Fig. 1: port wiring
(4 px per um)
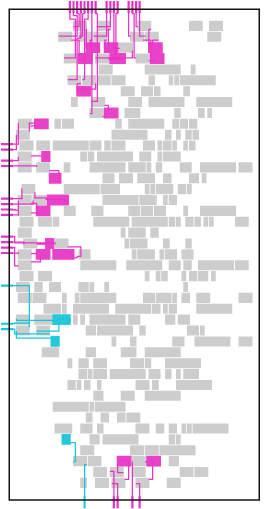
Fig. 2: cell outlines without signal wires
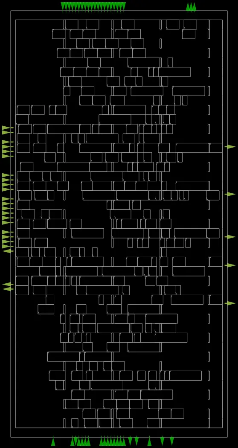
File: src/rtl/unary_op_sched.sv
// -----------------------------------------------------------------------------
// unary_op_sched
//   Round-robin scheduler feeding a single unary-operator datapath.
//   NREQ = 2**IDW requesters compete for one execution slot. In IDLE the
//   winner (the first valid requester at or after the rotating pointer) is
//   accepted. The result is computed in EXEC and presented in RESP until the
//   consumer takes it.
//
//   Op codes: 0 ~x, 1 +x, 2 -x, 3 !x, 4 &x, 5 ~&x, 6 |x, 7 ~|x, 8 ^x, 9 ~^x.
//   Codes 10-15 return zero.
//
//   Optional build macro: UNARY_OP_SCHED_ERR_EN adds rsp_err, which flags
//   illegal op codes.
//
// Ports
//   clk        clock, rising edge
//   rst_n      asynchronous active-low reset
//   req_valid  [NREQ]       per-requester operation present
//   req_ready  [NREQ]       one-hot accept, only driven in IDLE
//   req_op     [4*NREQ]     per-requester op code
//   req_data   [SIZE*NREQ]  per-requester operand
//   rsp_valid  response available (RESP state)
//   rsp_ready  consumer accepts response
//   rsp_id     [IDW]        owning requester index
//   rsp_data   [SIZE]       result (1-bit results zero-extended)
//   rsp_err    illegal op flag (only with UNARY_OP_SCHED_ERR_EN)
//   busy       state is not IDLE
// -----------------------------------------------------------------------------
module unary_op_sched #(
  parameter int unsigned SIZE = 8,
  parameter int unsigned IDW  = 2,
  localparam int unsigned NREQ = 2 ** IDW
) (
  input  logic                   clk,
  input  logic                   rst_n,
  input  logic [NREQ-1:0]        req_valid,
  output logic [NREQ-1:0]        req_ready,
  input  logic [4*NREQ-1:0]      req_op,
  input  logic [SIZE*NREQ-1:0]   req_data,
  output logic                   rsp_valid,
  input  logic                   rsp_ready,
  output logic [IDW-1:0]         rsp_id,
  output logic [SIZE-1:0]        rsp_data,
`ifdef UNARY_OP_SCHED_ERR_EN
  output logic                   rsp_err,
`endif
  output logic                   busy
);

  typedef enum logic [1:0] {
    IDLE = 2'd0,
    EXEC = 2'd1,
    RESP = 2'd2
  } state_t;

  state_t          state;
  logic [IDW-1:0]  ptr;
  logic [3:0]      op_q;
  logic [SIZE-1:0] data_q;
  logic [IDW-1:0]  id_q;

  logic [IDW-1:0]  grant_id;
  logic            grant_found;
  logic [IDW-1:0]  cand;

  logic [SIZE-1:0] res;
  logic            res_illegal;

  // Rotating priority search: offset 0 is the pointer itself, and the
  // IDW-bit addition wraps naturally from NREQ-1 back to 0.
  always_comb begin
    grant_id    = '0;
    grant_found = 1'b0;
    cand        = '0;
    for (int unsigned i = 0; i < NREQ; i++) begin
      cand = ptr + IDW'(i);
      if (!grant_found && req_valid[cand]) begin
        grant_found = 1'b1;
        grant_id    = cand;
      end
    end
  end

  // rst_n gates the grant so req_ready reads zero throughout reset.
  always_comb begin
    req_ready = '0;
    if (rst_n && (state == IDLE) && grant_found) begin
      req_ready = NREQ'(1) << grant_id;
    end
  end

  assign busy = (state != IDLE);

  always_comb begin
    res         = '0;
    res_illegal = 1'b0;
    case (op_q)
      4'd0:    res    = ~data_q;
      4'd1:    res    = data_q;
      4'd2:    res    = '0 - data_q;
      4'd3:    res[0] = (data_q == '0);
      4'd4:    res[0] = &data_q;
      4'd5:    res[0] = ~&data_q;
      4'd6:    res[0] = |data_q;
      4'd7:    res[0] = ~|data_q;
      4'd8:    res[0] = ^data_q;
      4'd9:    res[0] = ~^data_q;
      default: res_illegal = 1'b1;
    endcase
  end

  always_ff @(posedge clk or negedge rst_n) begin
    if (!rst_n) begin
      state     <= IDLE;
      ptr       <= '0;
      op_q      <= '0;
      data_q    <= '0;
      id_q      <= '0;
      rsp_valid <= 1'b0;
      rsp_id    <= '0;
      rsp_data  <= '0;
`ifdef UNARY_OP_SCHED_ERR_EN
      rsp_err   <= 1'b0;
`endif
    end else begin
      case (state)
        IDLE: begin
          if (grant_found) begin
            op_q   <= req_op[4*grant_id +: 4];
            data_q <= req_data[SIZE*grant_id +: SIZE];
            id_q   <= grant_id;
            ptr    <= grant_id + IDW'(1);
            state  <= EXEC;
          end
        end
        EXEC: begin
          rsp_data  <= res;
          rsp_id    <= id_q;
`ifdef UNARY_OP_SCHED_ERR_EN
          rsp_err   <= res_illegal;
`endif
          rsp_valid <= 1'b1;
          state     <= RESP;
        end
        RESP: begin
          if (rsp_ready) begin
            rsp_valid <= 1'b0;
            state     <= IDLE;
          end
        end
        default: begin
          rsp_valid <= 1'b0;
          state     <= IDLE;
        end
      endcase
    end
  end

`ifndef UNARY_OP_SCHED_ERR_EN
  // The illegal flag has no consumer unless the error port is built.
  logic unused_illegal;
  assign unused_illegal = res_illegal;
`endif

endmodule

File: config.mk
export PLATFORM = sky130hd
export DESIGN_NAME = unary_op_sched
export DESIGN_NICKNAME = d
export VERILOG_FILES = /design/src/rtl/unary_op_sched.sv
export SDC_FILE = /design/constraint.sdc
export NUM_CORES = 1
export LEC_CHECK = 0
export ABC_CLOCK_PERIOD_IN_PS = 3600
export CAP_MARGIN = 15
export CORE_ASPECT_RATIO = 2
export CORE_UTILIZATION = 29
export CTS_CLUSTER_DIAMETER = 150
export DETAILED_ROUTE_END_ITERATION = 7
export GPL_TIMING_DRIVEN = 0
export PLACE_DENSITY = 0.55
export REMOVE_ABC_BUFFERS = 1
export SLEW_MARGIN = 10
export SYNTH_ARGS = -nofsm -noshare
export SYNTH_HDL_FRONTEND = slang
export SYNTH_SLANG_ARGS = --single-unit
File: constraint.sdc
create_clock -name clk -period 3.6 [get_ports clk]
set_input_delay 0.36 -clock clk [delete_from_list [all_inputs] [get_ports clk]]
set_output_delay 0.36 -clock clk [all_outputs]
set_load 0.01 [all_outputs]
==> deck_impl_summary.md <==
Run Summary

Worst setup path
  – Worst Path Max Fanout: 15
  – Critical path launch point: req_valid[0]
  – CP endpoint kind: primary output
  – WP buf/inv: 3

STA
  – Final Hold Vio Count: 0
  – Fin crit share: 91.5%
  – Slew headroom: 51.9%

Synth
  – Cells after Synth: 229
  – Post-Synth Simple-Gate Area: 16.7%
  – Post-synthesis cell area: 2100 um2

Final layout
  – Most frequent logic cell in the layout: clkdlybuf4s50_1
  – Biggest regs: data_q x8, rsp_data x8, op_q x4
  – Clkbuf count: 7
  – Ant. Diodes: 0
  – Reg area: 726 um2
  – Final instance area: approximately 3000 um2
  – Final net count: 358
  – Most instantiated logic cells after routing: clkdlybuf4s50_1, dfrtp_1, nand2_1
  – Comb/total area: 41.5%

Worst hold path
  – Worst min path class: in2async

Route
  – DR vias/cell: 5.04
  – WL met1: 2.09 mm
  – DRC viols: 0

Die
  – Full die area: between 7000 and 8000 um2
  – Core ar.: 6940 um2

CTS
  – Resized cells post-CTS: 0
  – Worst-path clk slew: 0.05 ns

Run
  – Log Warnings: 32

Pwr
  – Power per standard cell area: 786 nW/um2
  – Clock group: 407 uW

Global routing
  – Met2 GRT Util: 30.8%
  – Initial antenna violation count: 0

Place
  – Pre-CTS WS: 0.168 ns
  – Buffers added on ports: around 70

Outcome
  – Status: finished clean
About Fig. 1:
| port | color | bits | direction | edge | end cells | buffers | wire |
|---|---|---|---|---|---|---|---|
| req_ready | cyan | 4 | output | 3 left, 1 bottom | 4 | 4 | 80.3 um |
| req_data | magenta | 32 | input | 16 top, 12 left, 4 bottom | 19 | 32 | 414 um |

About Fig. 2:
Layout Cells excl Fill: 381
cell row count: 43
Core Util, Final: 42.7%
Seq/total area: 24.5%

Power and IR drop assume default switching activity.
